**config.mk**
```make
export PLATFORM = sky130hd
export DESIGN_NAME = hash_request_sequencer
export DESIGN_NICKNAME = d
export VERILOG_FILES = /design/src/rtl/hash_pkg.sv /design/src/rtl/hash_status_encoder.sv /design/src/rtl/hash_request_sequencer.sv
export SDC_FILE = /design/constraint.sdc
export NUM_CORES = 1
export LEC_CHECK = 0
export ABC_CLOCK_PERIOD_IN_PS = 2000
export CAP_MARGIN = 15
export CORE_MARGIN = 8
export CORE_UTILIZATION = 33
export DETAILED_ROUTE_END_ITERATION = 10
export HOLD_SLACK_MARGIN = 0.12
export MAX_ROUTING_LAYER = met4
export PLACE_DENSITY = 0.75
export SYNTH_ARGS = -nofsm -noshare
export SYNTH_HDL_FRONTEND = slang
export SYNTH_SLANG_ARGS = --single-unit
```
**constraint.sdc**
```tcl
create_clock -name clk -period 2 [get_ports clk]
set_input_delay 0.4 -clock clk [delete_from_list [all_inputs] [get_ports clk]]
set_output_delay 0.4 -clock clk [all_outputs]
set_load 0.05 [all_outputs]
```
**src/rtl/hash_pkg.sv**
```systemverilog
// Shared types for the hash-table request sequencer: op codes, response status codes,
// sequencer states and the controller flag bundle.
package hash_pkg;

    typedef enum logic [1:0] {
        OP_NOTHING = 2'b00,
        OP_READ    = 2'b01,
        OP_WRITE   = 2'b10,
        OP_DELETE  = 2'b11
    } op_e;

    typedef enum logic [2:0] {
        ST_OK            = 3'd0,
        ST_NOT_FOUND     = 3'd1,
        ST_NO_SPACE      = 3'd2,
        ST_KEY_PRESENT   = 3'd3,
        ST_NO_DEL_TARGET = 3'd4
    } status_e;

    typedef enum logic [1:0] {
        S_IDLE = 2'd0,
        S_WAIT = 2'd1,
        S_EXEC = 2'd2,
        S_RESP = 2'd3
    } state_e;

    typedef struct packed {
        logic key_already_present;
        logic no_write_space;
        logic no_element_found;
        logic no_deletion_target;
    } flags_t;

endpackage

```
**src/rtl/hash_status_encoder.sv**
```systemverilog
// Maps an op and the controller flags to a response status; write flags are prioritised
// KEY_PRESENT over NO_SPACE, and flags unrelated to the op are ignored.
module hash_status_encoder
    import hash_pkg::*;
(
    input  op_e     op,
    input  flags_t  flags,
    output status_e status_c
);

    always_comb begin
        status_c = ST_OK;
        case (op)
            OP_WRITE: begin
                if (flags.key_already_present) begin
                    status_c = ST_KEY_PRESENT;
                end else if (flags.no_write_space) begin
                    status_c = ST_NO_SPACE;
                end
            end
            OP_READ: begin
                if (flags.no_element_found) begin
                    status_c = ST_NOT_FOUND;
                end
            end
            OP_DELETE: begin
                if (flags.no_deletion_target) begin
                    status_c = ST_NO_DEL_TARGET;
                end
            end
            default: status_c = ST_OK;
        endcase
    end

endmodule

```
**src/rtl/hash_request_sequencer.sv**
```systemverilog
// Client-side initiator for the hash-table controller: IDLE -> WAIT -> EXEC -> RESP.
// Optional saturating op/failure counters are enabled by defining HASH_SEQ_STATS_EN.
module hash_request_sequencer
    import hash_pkg::*;
#(
    parameter int unsigned KEY_WIDTH    = 2,
    parameter int unsigned DATA_WIDTH   = 32,
    parameter int unsigned READ_LATENCY = 1,
    parameter int unsigned STAT_WIDTH   = 16
) (
    input  logic                  clk,
    input  logic                  rst,
    input  logic                  req_valid_i,
    output logic                  req_ready_o,
    input  logic [1:0]            req_op_i,
    input  logic [KEY_WIDTH-1:0]  req_key_i,
    input  logic [DATA_WIDTH-1:0] req_data_i,
    output logic                  rsp_valid_o,
    input  logic                  rsp_ready_i,
    output status_e               rsp_status_o,
    output logic [DATA_WIDTH-1:0] rsp_data_o,
    output logic [KEY_WIDTH-1:0]  ctl_key_o,
    output logic [DATA_WIDTH-1:0] ctl_data_o,
    output logic [1:0]            ctl_op_o,
    input  logic [DATA_WIDTH-1:0] ctl_read_data_i,
    input  logic                  ctl_no_deletion_target_i,
    input  logic                  ctl_no_write_space_i,
    input  logic                  ctl_no_element_found_i,
    input  logic                  ctl_key_already_present_i,
    output logic                  busy_o
`ifdef HASH_SEQ_STATS_EN
    ,
    output logic [STAT_WIDTH-1:0] stat_reads_o,
    output logic [STAT_WIDTH-1:0] stat_writes_o,
    output logic [STAT_WIDTH-1:0] stat_deletes_o,
    output logic [STAT_WIDTH-1:0] stat_fails_o
`endif
);

    localparam int unsigned CNT_W = (READ_LATENCY > 1) ? $clog2(READ_LATENCY) : 1;
    localparam logic [CNT_W-1:0] CNT_INIT =
        CNT_W'((READ_LATENCY > 0) ? (READ_LATENCY - 1) : 0);

    state_e           state;
    op_e              op_q;
    logic [CNT_W-1:0] cnt;
    flags_t           flags_c;
    status_e          status_c;

    assign flags_c = '{key_already_present: ctl_key_already_present_i,
                       no_write_space:      ctl_no_write_space_i,
                       no_element_found:    ctl_no_element_found_i,
                       no_deletion_target:  ctl_no_deletion_target_i};

    hash_status_encoder u_status_encoder (
        .op       (op_q),
        .flags    (flags_c),
        .status_c (status_c)
    );

    // Sequencer FSM; ctl_op_o is loaded on entry to EXEC so it is nonzero for that cycle only.
    always_ff @(posedge clk) begin
        if (rst) begin
            state        <= S_IDLE;
            op_q         <= OP_NOTHING;
            cnt          <= '0;
            req_ready_o  <= 1'b1;
            busy_o       <= 1'b0;
            rsp_valid_o  <= 1'b0;
            rsp_status_o <= ST_OK;
            rsp_data_o   <= '0;
            ctl_key_o    <= '0;
            ctl_data_o   <= '0;
            ctl_op_o     <= 2'b00;
        end else begin
            case (state)
                S_IDLE: begin
                    if (req_valid_i && req_ready_o && (op_e'(req_op_i) != OP_NOTHING)) begin
                        op_q        <= op_e'(req_op_i);
                        ctl_key_o   <= req_key_i;
                        ctl_data_o  <= req_data_i;
                        req_ready_o <= 1'b0;
                        busy_o      <= 1'b1;
                        if (READ_LATENCY == 0) begin
                            state    <= S_EXEC;
                            ctl_op_o <= req_op_i;
                        end else begin
                            state <= S_WAIT;
                            cnt   <= CNT_INIT;
                        end
                    end
                end
                S_WAIT: begin
                    if (cnt == '0) begin
                        state    <= S_EXEC;
                        ctl_op_o <= op_q;
                    end else begin
                        cnt <= cnt - 1'b1;
                    end
                end
                S_EXEC: begin
                    ctl_op_o     <= 2'b00;
                    rsp_valid_o  <= 1'b1;
                    rsp_status_o <= status_c;
                    rsp_data_o   <= ((op_q == OP_READ) && (status_c == ST_OK)) ?
                                    ctl_read_data_i : '0;
                    state        <= S_RESP;
                end
                S_RESP: begin
                    if (rsp_ready_i) begin
                        rsp_valid_o  <= 1'b0;
                        rsp_status_o <= ST_OK;
                        rsp_data_o   <= '0;
                        ctl_key_o    <= '0;
                        ctl_data_o   <= '0;
                        req_ready_o  <= 1'b1;
                        busy_o       <= 1'b0;
                        state        <= S_IDLE;
                    end
                end
                default: state <= S_IDLE;
            endcase
        end
    end

`ifdef HASH_SEQ_STATS_EN
    // Saturating per-kind op counters, updated once per EXEC.
    always_ff @(posedge clk) begin
        if (rst) begin
            stat_reads_o   <= '0;
            stat_writes_o  <= '0;
            stat_deletes_o <= '0;
            stat_fails_o   <= '0;
        end else if (state == S_EXEC) begin
            if ((op_q == OP_READ) && (stat_reads_o != '1)) begin
                stat_reads_o <= stat_reads_o + 1'b1;
            end
            if ((op_q == OP_WRITE) && (stat_writes_o != '1)) begin
                stat_writes_o <= stat_writes_o + 1'b1;
            end
            if ((op_q == OP_DELETE) && (stat_deletes_o != '1)) begin
                stat_deletes_o <= stat_deletes_o + 1'b1;
            end
            if ((status_c != ST_OK) && (stat_fails_o != '1)) begin
                stat_fails_o <= stat_fails_o + 1'b1;
            end
        end
    end
`endif

endmodule

```
==> qor.yml, run 1 <==
outcome: "completed"
critical_path.max_fanout: 2
path_buffers: 1
worst_setup_path_start_kind: "flop"
synth-xor-area-share: 0
enable_flop_cells: 0
power_top_consumer: "combinational cells"
dp_hpwl_um: 7790
postSynthSeqShare: 0.489
finalWirelength_um: 11400
hold_path_depth: 2
n_all_inverters: 5
global_route.peak_usage_layer: "met2"
yosys_most_used_dff: "sky130_fd_sc_hd__dfxtp_1"
r2r_start: "state[0]$_SDFFE_PP0P_"
hold_violations: 0
port_buffers: 149
nClkBuffers: 11
timing.final.max_slew_violations: 0
preCtsSetupSlack_ns: 0.0207
yosys_register_bits: 78
dieArea_mm2: 0.0131
synth.cellmix.adderShare: 0.0118
wl_met1_um: 4970
path_cells: "clkdlybuf4s50_1"
power_density_mw_per_mm2: 1070
tapcell.inserted: 133
ys_sh_mux: 0.0137
period_needed_ns: 1.92
antennaDiodeCount: 0
cp.required_ns: 1.60
yosysMostFrequentCell: "sky130_fd_sc_hd__dfxtp_1"
worstMarginPinSlew_ns: 0.646
wl_per_cell_um: 18.5
combined_flip_flop_and_latch_cell_area_mm2: 0.00156
yosysTopAreaCellShare: 0.489
clock_tree.root_cell: "sky130_fd_sc_hd__clkbuf_8"
worst_setup_path_end_kind: "output pin"
r2r_end: "ctl_data_o[11]$_SDFFE_PP0P_"
commonest_cells_post_synth: "sky130_fd_sc_hd__dfxtp_1, sky130_fd_sc_hd__a21oi_1, sky130_fd_sc_hd__nand3b_1"
timing.fmax_mhz: 520
mapped_area_mm2: 0.00319
drc_errors: 0
number_of_multi_input_combinational_cells: 215
final_cells: 614
combAreaFraction: 0.288
pwr.group.clock_mw: 1.24
worst_hold_path.endpoint: "rsp_status_o[0]$_SDFFE_PP0P_"
worst-r2r-cell-count: 6
fp-utilization: 0.333
placedCellCount: 595
dpl_cell_area_mm2: 0.00488
finalNetCount: 555
syn-num-nets: 416
grt_overflow: 0
max-slew-margin-rel: 0.568
top_cell_category: "non-clock buffers"
grt_max_degree: 38
post_cts_buffers: 0
first_pass_grt_wire_length_um: 17400
repair_and_plain_buffers: 167
setup_ws_ns: 0.0752
min-delay-start: "rsp_status_o[0]$_SDFFE_PP0P_"
number_of_instances_resized_during_post_cts_repair: 0
lay_top_count: "sky130_fd_sc_hd__clkdlybuf4s50_1"
combinational_power_mw: 2.41
grt_setup_unrepaired: "false"
clk_share: 0.0408
grt_pass1_vias: 3418
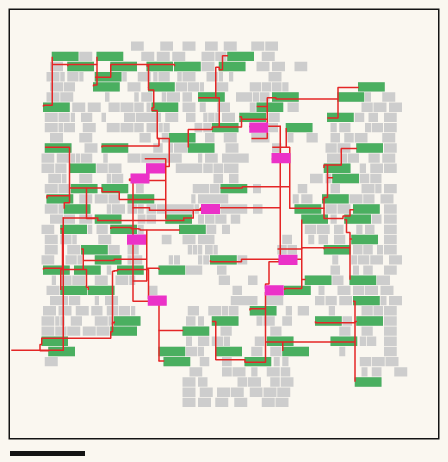
**Above:** run 1 (clock distribution).
Bar = 20 um.
[clock-net drivers] magenta | count: 9
[flip-flops] green | count: 78
[clock wires] red | length: 1050 um
routed clock nets: 10
flops lie: widely spread
clk_lat worst skew: 0.34 ns
worst clock skew on the final layout: 0.00700 ns
Clock power frac: 0.224

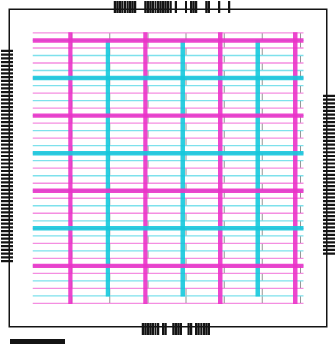
**Above:** run 1 (supply network).
Bar = 20 um. Pins as bars on the die edge. Tap cells in grey.
| net | colour |
|---|---|
| VSS | magenta |
| VDD | cyan |
tap cells: 133
met1 rails: 37
rows: 36
signal pins: 150
met4 straps: 7
vertical extent of the die: 114 um
Die W: 114 um
Core Box Area: 0.00959 mm2
Max VDD drop: 585 uV

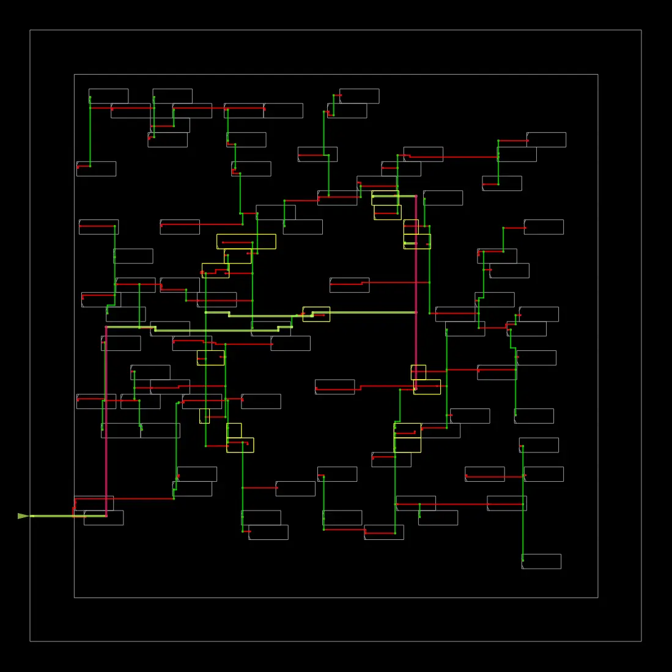
**Above:** run 1 (clock wiring as the flow saved it).
Num Clock Sinks: 78
num sequential: 78
number of buffers created by CTS: 9

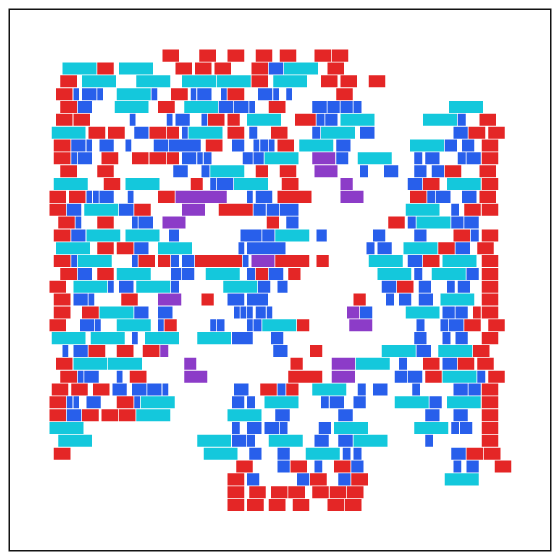
**Above:** run 1 (placed cells, one colour a class).
| class | colour | cells |
|---|---|---|
| remaining logic cells | blue | 220 |
| registers | cyan | 78 |
| clock drivers and dummy loads | purple | 16 |
| remaining buffers and delay cells | red | 167 |
flip-flop and latch share of the layout cell area: 0.305
utilization after layout: 0.534
cell row count: 36
post-route cell area: 0.00512 mm2

**Run 1: routed metal, one colour a layer**

Bar = 20 um. Only two layers are drawn.
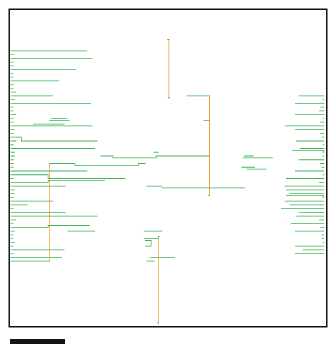

==> run 2: changes to the inputs <==
- ABC_AREA: unset -> 1
- ABC_CLOCK_PERIOD_IN_PS: 2000 -> 1580
- CORE_ASPECT_RATIO: unset -> 0.7
- PLACE_DENSITY: 0.75 -> 0.79
- clock period: 2 -> 1.58 ns (I/O delays scaled with it)
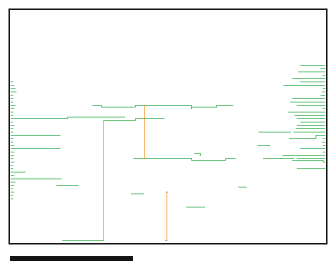
**Above:** run 2 (routed metal, one colour a layer).
Bar = 50 um. Only two layers are drawn.
| layer | colour | wire length |
|---|---|---|
| M4 | orange | 90.4 um |
| M3 | green | 619 um |
GRT Overall Usage: 0.154
final routed wire length divided by cell count: 14.6 um

==> run 2 against run 1 <==
  * Count of clock-buffer cells in the layout fell by 1
  * Design area shrank 7.1%
  * Highest routed layer unchanged
  * Worst hold slack got worse by 0.10 ns
  * Critical path type is now reg2reg
  * Combinational power increased by 29%
  * Sequential share of layout area increased by 2.4 points
  * Largest power group unchanged
  * Register-to-register slack is essentially flat
  * Sequential cell count did not move
  * Sequential power grew 32%
==> qor.yml, run 2 <==
hold_path_depth: 3  # +1
worst-r2r-cell-count: 7  # +1
std_cell_rows: 28  # -22%
drc_errors: 0  # unchanged
cp.arrival_ns: 1.71
post-route-util: 0.556  # +0.0226
timing.final.max_slew_violations: 0  # unchanged
r2r_end: "rsp_data_o[3]$_SDFFE_PP0P_"
dpl_cell_area_mm2: 0.00447  # -8.5%
syn-num-nets: 446  # +7.2%
grt_overflow: 0  # unchanged
clock_tree.root_cell: "sky130_fd_sc_hd__clkbuf_16"
power_top_consumer: "combinational cells"
place_congestion: 0.787
vdd_drop_max_uv: 624  # +6.5%
worstMarginPinSlew_ns: 0.327  # -0.318 ns
path_cells: "ha_2 -> inv_2 -> or2_4 -> o21ai_4 -> buf_12 -> nand2_1 -> a21oi_1"
synth.cellmix.adderShare: 0.0128  # +0.00102
first_pass_grt_wire_length_um: 14800  # -15%
antennaDiodeCount: 0  # unchanged
finalNetCount: 596  # +7.4%
worst_setup_path_start_kind: "flop"
cp.required_ns: 1.83  # +0.23 ns
port_buffers: 149  # unchanged
core_mm2: 0.00855  # -11%
yosys_most_used_dff: "sky130_fd_sc_hd__dfxtp_1"
grt_max_degree: 54  # +42%
grt_pass1_vias: 3015  # -12%
worst_setup_startpoint: "state[1]$_SDFFE_PP0P_"
dp_hpwl_um: 7020  # -9.9%
enable_flop_cells: 0  # unchanged
preCtsSetupSlack_ns: -0.103  # -0.124 ns
grt_setup_unrepaired: "false"
fin_skew_ns: 0.00541  # -0.00159 ns
postSynthSeqShare: 0.531  # +0.0425
outcome: "completed"
number_of_multi_input_combinational_cells: 250  # +16%
tapcell.inserted: 120  # -9.8%
lay_top_count: "sky130_fd_sc_hd__nand2_1"
repair_and_plain_buffers: 165  # -1.2%
clkSlewWorstSetupHoldPaths_ns: 0.05
mapped_area_mm2: 0.00294  # -8.0%
clock_sinks: 78  # unchanged
dieArea_mm2: 0.0122  # -6.5%
min-delay-start: "rst"
synth_to_layout_area_growth_pct: 61.8
setup_ws_ns: 0.121  # +0.0458 ns
path_buffers: 2  # +1
number_of_instances_resized_during_post_cts_repair: 1  # +1
nClkBuffers: 10  # -1
die.size.y_um: 95.0  # -17%
worst_hold_path.endpoint: "req_ready_o$_SDFFE_PP1P_"
worstHoldPathType: "in2reg"
final_design_area_no_fill_mm2: 0.00475  # -7.1%
sequential_cell_total: 78  # unchanged
finalWirelength_um: 9370  # -18%
timing.fmax_mhz: 685
yosys_register_bits: 78  # unchanged
worst_setup_path_end_kind: "flop"
combinational_power_mw: 3.11  # +29%
yosysTopAreaCellShare: 0.531  # +0.0425
yosysMostFrequentCell: "sky130_fd_sc_hd__nand2_1"
synth-xor-area-share: 0  # unchanged
period_needed_ns: 1.46
combined_flip_flop_and_latch_cell_area_mm2: 0.00156  # +0.16%
via_count: 2969
placedCellCount: 626  # +5.2%
die_width_um: 129  # +13%
r2r_start: "state[1]$_SDFFE_PP0P_"
seqAreaFraction: 0.329  # +0.0240
tritoncts.num_buffers: 9  # unchanged
combAreaFraction: 0.248  # -0.0397
global_route.peak_usage_layer: "met2"
clk_share: 0.0587  # +0.0179
layout_worst_path_cycle_share: 0.923
wl_met1_um: 4120  # -17%
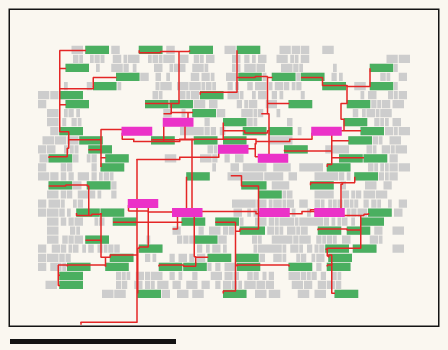
**Above:** run 2 (clock distribution).
Bar = 50 um.
[flip-flops] green | count: 78
[clock-net drivers] magenta | count: 9
[clock wires] red | length: 994 um
flops lie: widely spread
routed clock nets: 10
power of the clock network: 1.96 mW
Clock power frac: 0.261
clk_lat worst skew: 0.32 ns

**Run 2: placed cells, one colour a class**

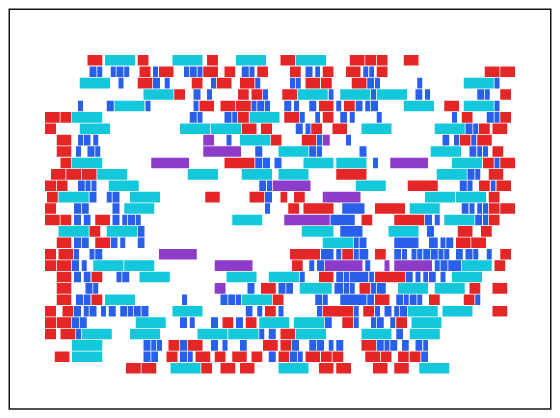

==> run 3: changes to the inputs <==
- GPL_TIMING_DRIVEN: unset -> 0
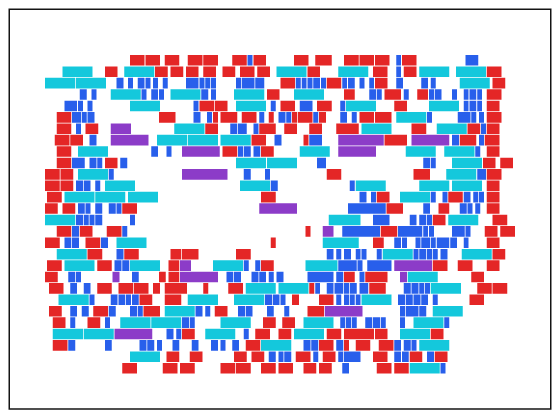
**Above:** run 3 (placed cells, one colour a class).
| class | colour | cells |
|---|---|---|
| remaining buffers and delay cells | red | 188 |
| registers | cyan | 78 |
| remaining logic cells | blue | 263 |
| clock drivers and dummy loads | purple | 16 |
flip-flop and latch share of the layout cell area: 0.307
Core Box Area: 0.00855 mm2
post-route cell area: 0.00510 mm2

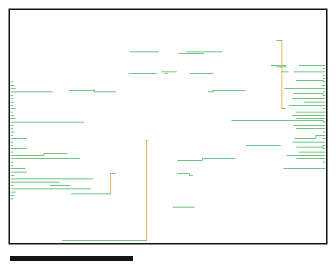
**Above:** run 3 (routed metal, one colour a layer).
Bar = 50 um. Only two layers are drawn.
| layer | colour | wire length |
|---|---|---|
| M3 | green | 761 um |
| M4 | orange | 76.8 um |
final routed wire length divided by cell count: 15.7 um
wire length after detailed routing: 10400 um
vias after detailed routing: 3130
GRT Overall Usage: 0.163

==> run 3 against run 2 <==
  * Register-to-register slack got worse by 0.11 ns
  * Combinational power rose by 8.0%
  * Design area rose by 7.3%
  * Count of clock-buffer cells in the layout did not move
  * Non-clock buffer count rose by 23
  * Cell count rose by 3.9%
  * Worst setup slack got worse by 0.11 ns
  * Area after synthesis did not move
==> qor.yml, run 3 <==
outcome: "completed"
grt_overflow: 0  # unchanged
reg_top3: "ctl_data_o (32), rsp_data_o (32), rsp_status_o (3)"
grt_setup_unrepaired: "true"
drt_iter0_markers: 191
internal_cell_power_mw: 4.89
r2r_start: "state[1]$_SDFFE_PP0P_"
synth.cellmix.compoundShare: 0.146
lay_top_count: "sky130_fd_sc_hd__nand2_1"
die.size.y_um: 95.0  # unchanged
die_width_um: 129  # unchanged
post_synth_main_area_contributors: "sky130_fd_sc_hd__dfxtp_1, sky130_fd_sc_hd__nand2_1, sky130_fd_sc_hd__a21oi_1"
yosysTopAreaCellShare: 0.531  # unchanged
power_top_consumer: "combinational cells"
yosys_most_used_dff: "sky130_fd_sc_hd__dfxtp_1"
post-route-util: 0.597  # +0.0404
grt_use_met2: 0.263
antennaDiodeCount: 0  # unchanged
number_of_instances_resized_during_post_cts_repair: 92  # +91
number_of_multi_input_combinational_cells: 250  # unchanged
worst-r2r-cell-count: 9  # +2
combined_flip_flop_and_latch_cell_area_mm2: 0.00157  # +0.24%
syn-instance-count: 367
dieArea_mm2: 0.0122  # unchanged
pwr.group.clock_mw: 2.19  # +12%
cp.arrival_ns: 1.83  # +0.12 ns
dpl_cell_area_mm2: 0.00457  # +2.4%
mapped_area_mm2: 0.00294  # unchanged
tapcell.inserted: 120  # unchanged
combAreaFraction: 0.246  # -0.00158
dp_hpwl_um: 7650  # +9.0%
wl_met1_um: 4540  # +10%
yosys-stat-cells: 367
drive_gt1_frac: 0.139
yosysMostFrequentCell: "sky130_fd_sc_hd__nand2_1"
clk_share: 0.0635  # +0.00486
cp.required_ns: 1.84  # about the same
n_all_inverters: 13
place_congestion: 0.786  # -0.19%
grt_antenna_before_repair: 0
seq_power_share: 0.304
timing.fmax_mhz: 639  # -6.8%
synth_to_layout_area_growth_pct: 73.5
finalNetCount: 619  # +3.9%
preCtsSetupSlack_ns: -0.534  # -0.430 ns
ys_types: 20
std_cell_rows: 28  # unchanged
placedCellCount: 635  # +1.4%
worst_setup_path_end_kind: "flop"
top_area_cell: "sky130_fd_sc_hd__dfxtp_1"
grt_pass1_vias: 3103  # +2.9%
power.static_leakage_nw: 2.16
sequential_cell_total: 78  # unchanged
sw_frac_of_total: 0.387
setup-violations-final: 0
global_route.peak_usage_layer: "met2"
grt_util_met3: 0.0574
fp-utilization: 0.344
min-delay-start: "rst"
max-slew-margin-rel: 0.607
worst_setup_path_start_kind: "flop"
syn-num-nets: 446  # unchanged
p_seq_mw: 2.42
met3_wirelength_um: 760
drc_errors: 0  # unchanged
worst_hold_slack_ns: 0.418
detailedRoute.firstPassIterationCount: 4
vdd_drop_max_uv: 828  # +33%
clkSlewWorstSetupHoldPaths_ns: 0.06  # about the same
path_common_cell: "sky130_fd_sc_hd__buf_6"
worstSkewPairLatency_ns: 0.33  # about the same
crit_slowest_cell: "sky130_fd_sc_hd__dfxtp_4"
cts_hold_buffers: 0
yosysWarnings: 0
setup_ws_ns: 0.0148  # -0.106 ns
worstHoldPathType: "in2reg"
enable_flop_cells: 0  # unchanged
repair_and_plain_buffers: 188  # +14%
first_pass_grt_wire_length_um: 15300  # +3.5%
r2r_end: "rsp_data_o[2]$_SDFFE_PP0P_"
synth_chip_area_mm2: 0.00294
avgViaCountPerCell: 4.71
path_buffers: 4  # +2
worstMarginPinSlew_ns: 0.589  # +0.262 ns
commonest_cells_post_synth: "sky130_fd_sc_hd__nand2_1, sky130_fd_sc_hd__dfxtp_1, sky130_fd_sc_hd__a21oi_1"
period_needed_ns: 1.57  # +0.106 ns
worst-setup-path-type: "reg2reg"
worst_setup_path_endpoint: "rsp_data_o[2]$_SDFFE_PP0P_"
postSynthSeqShare: 0.531  # unchanged
hold_path_depth: 2  # -1
nClkBuffers: 10  # unchanged
tritoncts.num_buffers: 9  # unchanged
cts-root-to-sink-buffers: 2
route.met2.wl_um: 5040
clkPwrFrac: 0.275  # +0.014
synth-xor-area-share: 0  # unchanged
grt_max_degree: 14  # -74%
timing.final.max_slew_violations: 0  # unchanged
worst_setup_startpoint: "state[1]$_SDFFE_PP0P_"
combinational_power_mw: 3.36  # +8.0%
io_pins: 150
power_density_mw_per_mm2: 1560
path_cells: "ha_4 -> inv_2 -> or2_1 -> buf_6 -> o21ai_4 -> buf_6 -> buf_6 -> nand2_2 -> a21oi_2"
fin_skew_ns: 0.00457  # -0.000844 ns
worst_hold_path.endpoint: "ctl_data_o[13]$_SDFFE_PP0P_"
crit_cells: 9
synth-simple-area-share: 0.238
port_buffers: 148  # -0.67%
clock_sinks: 78  # unchanged
yosys_register_bits: 78  # unchanged
synth.cellmix.adderShare: 0.0128  # unchanged
layout_worst_path_cycle_share: 0.991  # +0.0672
clock_tree.root_cell: "sky130_fd_sc_hd__clkbuf_16"
Power is estimated from default activity; no workload was simulated.
